run_1/layer_met2.png
Drawn at 8 px/um.
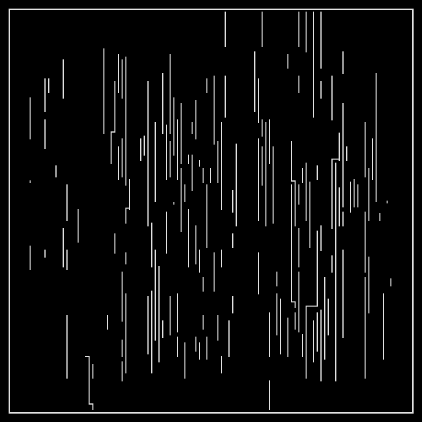
run_1/detail.png
Region (13, 13) to (38, 38) um. Cells in grey, sequential cells in the stronger grey; small squares are vias.
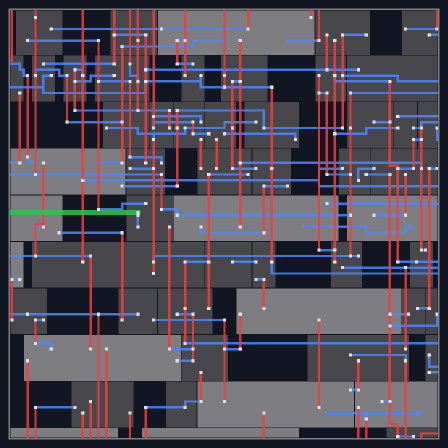
run_1/congestion.png
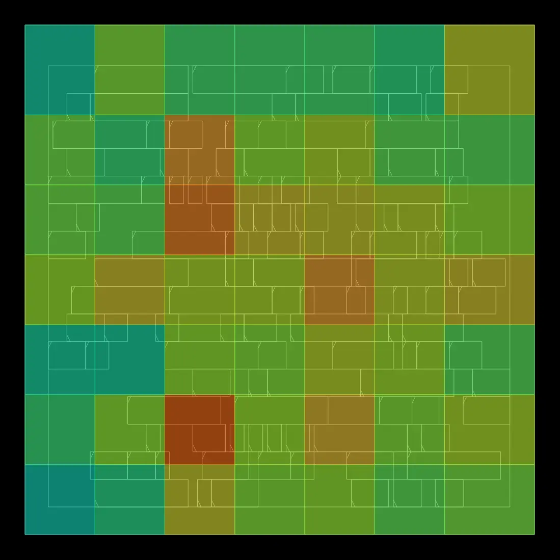
==> config.mk <==
export PLATFORM = sky130hd
export DESIGN_NAME = caxi4interconnect_cdc_wr_ctrl_gen2
export DESIGN_NICKNAME = d
export VERILOG_FILES = /design/src/rtl/caxi4interconnect_cdc_pkg.sv /design/src/rtl/caxi4interconnect_cdc_sync_bus.sv /design/src/rtl/caxi4interconnect_cdc_wr_ctrl_gen2.sv
export SDC_FILE = /design/constraint.sdc
export NUM_CORES = 1
export LEC_CHECK = 0
export CAP_MARGIN = 30
export CORE_MARGIN = 2
export CORE_UTILIZATION = 45
export CTS_CLUSTER_DIAMETER = 60
export DETAILED_ROUTE_END_ITERATION = 7
export HOLD_SLACK_MARGIN = 0.15
export PLACE_DENSITY = 0.73
export SLEW_MARGIN = 20
export SYNTH_ARGS = -nofsm -noshare
export SYNTH_HDL_FRONTEND = slang
export SYNTH_SLANG_ARGS = --single-unit
==> constraint.sdc <==
create_clock -name clk -period 1.65 [get_ports clk]
set_clock_uncertainty 0.05 [all_clocks]
set_input_delay 0.33 -clock clk [delete_from_list [all_inputs] [get_ports clk]]
set_output_delay 0.33 -clock clk [all_outputs]
set_load 0.005 [all_outputs]
==> flow_summary.toml, run 1 <==
# synthesis and place-and-route metrics
[final_timing]
finalSetupViolCount = 1
setup_slack_ns = -0.04147

[run_status]
status = "finished with violations"
violations = "negative setup slack"

[drt]
firstDrtPassIters = 3
drc = 0

[synthesis]
syn-instance-count = 87
synthArstFlopShare_pct = 100.0
synthTopCellsByArea = "dfrtp_1 55%, nor2b_1 7.8%, xnor2_1 5.5%, ha_1 5.2%, nor2_1 3.9%"

[floorplan]
num_io_pins = 17
die_w_um = 50.27

[global_route]
grt_pass1_wl_um = 2898

[critical_path]
max_stage_delay_ns = 0.41
cp-start-kind = "register"
worstPathCellList = "and2_4, ha_4, ha_4, xnor2_4, xnor2_1, nand3_1, a21oi_2, o22ai_2"
crit_type = "reg -> reg"
cp_top_family = "flip-flops"
arrival_ns = 1.83

[hold_path]
hp-class = "in -> async"

[pwr]
ir_drop_uv = 677.8

[clock_network]
insertion_delay_ns = 0.30
cts-root-buf = "clkbuf_4"
Back to the opening pictures, layer_met2.png:
The longest straight run is 27.2 um. The layer holds 49% of the routed length. The wires run mostly vertical. The layer carries 838 um of wire.
wirelength, routed: 1706 um
met2 Use GR: 25.66%
via count: 683

Back to the opening pictures, detail.png:
Key: green = metal 3; blue = metal 1; red = metal 2
45 logic cells have their middle in the window. Sequential cells in the window: 8. Most frequent: nor2_1 (6), dfrtp_1 (6), buf_4 (5).

Back to the opening pictures, congestion.png:
Total GRT Usage: 15.42%
gr busiest metal: met2
Wirelength per Cell: 11.77 um
met3 Use GR: 2.679%
Final Core Density: 67.87%

-- run 1: placed cells by master (no fill, tap or decap), drive strengths merged, types with 3 or more instances in the layout --
cell           instances
clkbuf                 3
nand3                  3
nor2b                 12
xor2                   4
o21ai                  3
xnor2                  8
dfrtp                 21
dlymetal6s2s           3
buf                   13
inv                    4
ha                     4
clkdlybuf4s50         11
a21oi                  3
nand2                  4
nor2                  10
-- run 1: area by class of cell --
class	instances	share of cell area [%]
Sequential cell	21	39.35
Multi-Input combinational cell	60	35.44
Timing Repair Buffer	29	19.53
Tap cell	27	2.512
Clock buffer	3	1.674
Inverter	4	1.116
Clock inverter	1	0.3721
-- run 1: worst reg2reg max path: stages, from the launching register on --
cell	delay, ns
dfrtp_1	0.41
and2_4	0.15
ha_4	0.17
ha_4	0.18
xnor2_4	0.17
xnor2_1	0.14
nand3_1	0.10
a21oi_2	0.15
o22ai_2	0.08
-- run 1: stage by stage --
step	utilization, %	hold slack, ns	setup WS, ns
detailed placement	63.70	0.4053	-0.4039
floorplan	-	-0.01559	0.03508
global route	67.87	0.3196	-0.1448
global placement	63.70	0.3925	-0.3720
finish	67.87	0.3076	-0.04147
CTS	65.72	0.2970	-0.05643
-- run 1: metal layers --
| metal | vias to the layer above | part of all wire [%] |
|---|---|---|
| li1 | 344 | - |
| met1 | 328 | 47 |
| met2 | 9 | 49 |
| met3 | 2 | 2.6 |
| met4 | 0 | 0.82 |
| met5 | - | 0 |
-- run 1: cell families after synthesis --
family	synth area share [%]
simple gates	18.57
mux	1.039
compound gates	5.714
buf+inv	2.466
flops	54.55
fa+ha+maj	5.195
xor+xnor	12.47
-- run 1: power breakdown --
group	switching [mW]	leakage, nW	total, mW	internal [mW]
clock network	0.145	0.0177	0.235	0.0902
registers	0.0477	0.274	0.636	0.588
logic	0.188	0.347	0.442	0.254
total	0.381	0.638	1.31	0.932
-- run 1: repair_timing --
action	CTS	global route
hold buffers	0	0
setup endpoints to repair	5	7
gates resized	6	8
pin swaps	0	1
setup buffers	1	2
run_1/sizes.png
Drawn at 10 px/um.
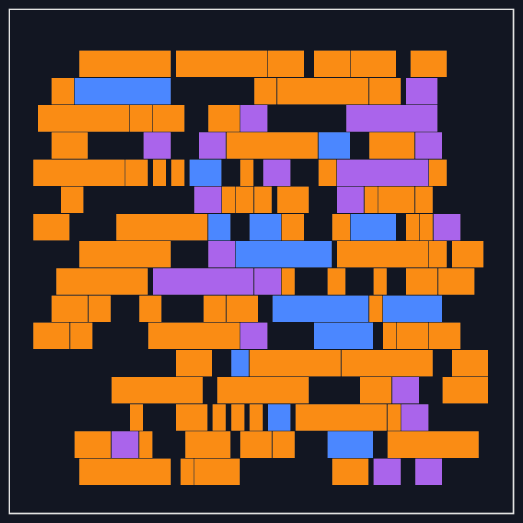

==> run 2, diff against run 1 <==
Settings changed: CORE_ASPECT_RATIO set to 1.25.
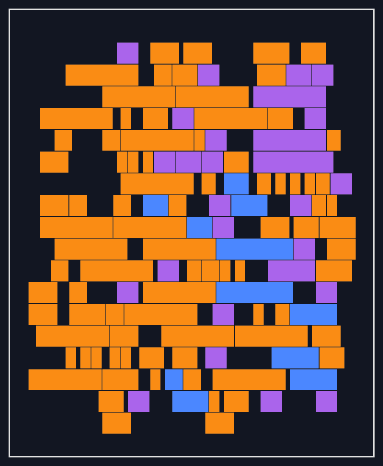
run_2/sizes.png
Drawn at 8 px/um.
Key: orange = _0 and _1 cells [cells 85]; blue = _2 cells [cells 11]; purple = _3 and _4 cells [cells 27]
worst setup margin: -0.03543 ns
final instance area: 0.001393 mm2
Signal buffers: 34
area delta synth->final: 44.55%

==> run 2 against run 1 <==
  * The flow still finishes with violations (negative setup slack)
  * Final area up 3.5%
  * First-iteration DRC count up 25%
  * Combinational power up 2%
  * Die area about the same
  * Worst hold slack worse by 0.0035 ns
  * Maximum frequency up 0.36%
  * Register-to-register slack about the same
  * Synthesized area unchanged
  * Core utilization up 1.6 points
  * Global-route usage down 0.39 points
  * Via count up 3.5%
  * Sequential power about the same
==> flow_summary.toml, run 2 <==
# synthesis and place-and-route metrics
[run_status]
status = "finished with violations"
violations = "negative setup slack"

[critical_path]
max_stage_delay_ns = 0.39
critical_path.most_common_cell = "ha_4"
worstPathCellList = "and2_4, ha_4, ha_4, xnor2_4, xnor2_1, nand3_1, a21oi_2, o22ai_2"
arrival_ns = 1.83
crit_type = "reg -> reg"
cp-start-kind = "register"

[drt]
dr_total_vias = 707
firstDrtPassIters = 3
drc = 0
routedWlPerCell_um = 11.98
drt-total-wl_um = 1713

[final_timing]
finalSetupViolCount = 2
setup_slack_ns = -0.03543
fin_hold_ws_ns = 0.3041

[clock_network]
cts-root-buf = "clkbuf_4"
numCtsBuffers = 3
insertion_delay_ns = 0.30

[synthesis]
post_synth_fa_ha_maj_area_fraction_pct = 5.195
top_logic_kind = "simple AND/OR/NAND/NOR gates"
syn-instance-count = 87
yosys-top-cells-count = "21 x dfrtp_1, 12 x nor2b_1, 10 x nor2_1"
yosys.area_share.xor_xnor_pct = 12.47
top_cell_area_share_pct = 54.55
synthArstFlopShare_pct = 100.0
mux_share_pct = 1.039
floorplan.nets = 99
synthSimpleGateAreaFrac_pct = 18.57
synthTopCellsByArea = "dfrtp_1 55%, nor2b_1 7.8%, xnor2_1 5.5%, ha_1 5.2%, nor2_1 3.9%"
synth_top_cell_by_area = "dfrtp_1"
ys_sh_aoi_pct = 5.714

[global_route]
grt_pass1_wl_um = 2760
groute.usage.overall_pct = 15.03
gr-total-overflow = 0

[hold_path]
hp-class = "in -> async"

[placed_design]
dp_worst_setup_slack_ns = -0.4242
gp_congestion = 0.7988

[pwr]
ir_drop_uv = 703.6

[layout]
final_cell_mix = "19 x dfrtp_1, 18 x buf_4, 11 x nor2b_1, 11 x clkdlybuf4s50_1, 10 x nor2_1"
final_util_pct = 69.48
lay_top_count = "dfrtp_1"

[floorplan]
die_w_um = 45.39
num_io_pins = 17
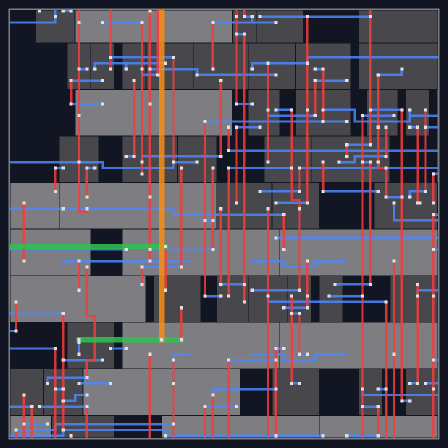
run_2/detail.png
Region (10, 15) to (35, 40) um. Cells in grey, sequential cells in the stronger grey; small squares are vias.
Key: orange = metal 4; blue = metal 1; green = metal 3; red = metal 2
Most frequent: dfrtp_1 (8), buf_4 (6). Sequential cells in the window: 10. 43 logic cells have their middle in the window.

-- run 2: repair_timing --
item                                   4_1_cts  5_1_grt
pin swaps                                    7        8
buffers inserted                             2        4
resized                                      7       11
endpoints found under the hold margin        0        0
setup endpoints to repair                    5        9
cloned                                       0        0
-- run 2: where the power goes --
part	internal, mW	leakage [nW]	switching [mW]
combinational	0.255	0.385	0.194
clock	0.0944	0.0150	0.145
sequential	0.588	0.275	0.0454
-- run 2: cell type report --
class	count	area, um2
Multi-Input combinational cell	60	498.0
Tap cell	20	25.02
Clock buffer	4	26.28
Sequential cell	21	528.0
Fill cell	155	611.8
Timing Repair Buffer	34	300.3
Inverter	4	15.01
-- run 2: per-stage QoR --
| stage | area [um2] | total power [mW] |
|---|---|---|
| 2_1_floorplan | 1002 | 0.8980 |
| 3_3_place_gp | 1269 | 1.030 |
| 3_5_place_dp | 1269 | 1.057 |
| 4_1_cts | 1324 | 1.296 |
| 5_1_grt | 1393 | 1.421 |
| 6_report | 1393 | 1.322 |
-- run 2: layer usage --
metal	part of all wire [%]	routed length, um	up-vias	global-route usage (%)
met5	0	0	-	0
met4	2.7	46	0	10.08
met3	2.6	44	4	1.948
met2	53	905	12	25.15
met1	42	716	341	16.70
li1	-	-	350	-
-- run 2: critical path, delay by kind of cell (launching register included) --
| kind | cells | cell delay, ns |
|---|---|---|
| AND-OR/OR-AND | 2 | 0.25 |
| XOR/XNOR | 2 | 0.30 |
| adder cells (fa/ha/maj) | 2 | 0.34 |
| flip-flops | 1 | 0.39 |
| AND/OR/NAND/NOR | 2 | 0.26 |
-- run 2: kinds of logic (layout without fill, tap and decap cells) --
group / after synthesis / after routing
simple gates: 34 / 34
compound gates: 9 / 9
buf+inv: 6 / 42
xor+xnor: 12 / 12
fa+ha+maj: 4 / 4
flops: 21 / 21
mux: 1 / 1
No activity file was given, so power comes from the tool's default toggle rates.
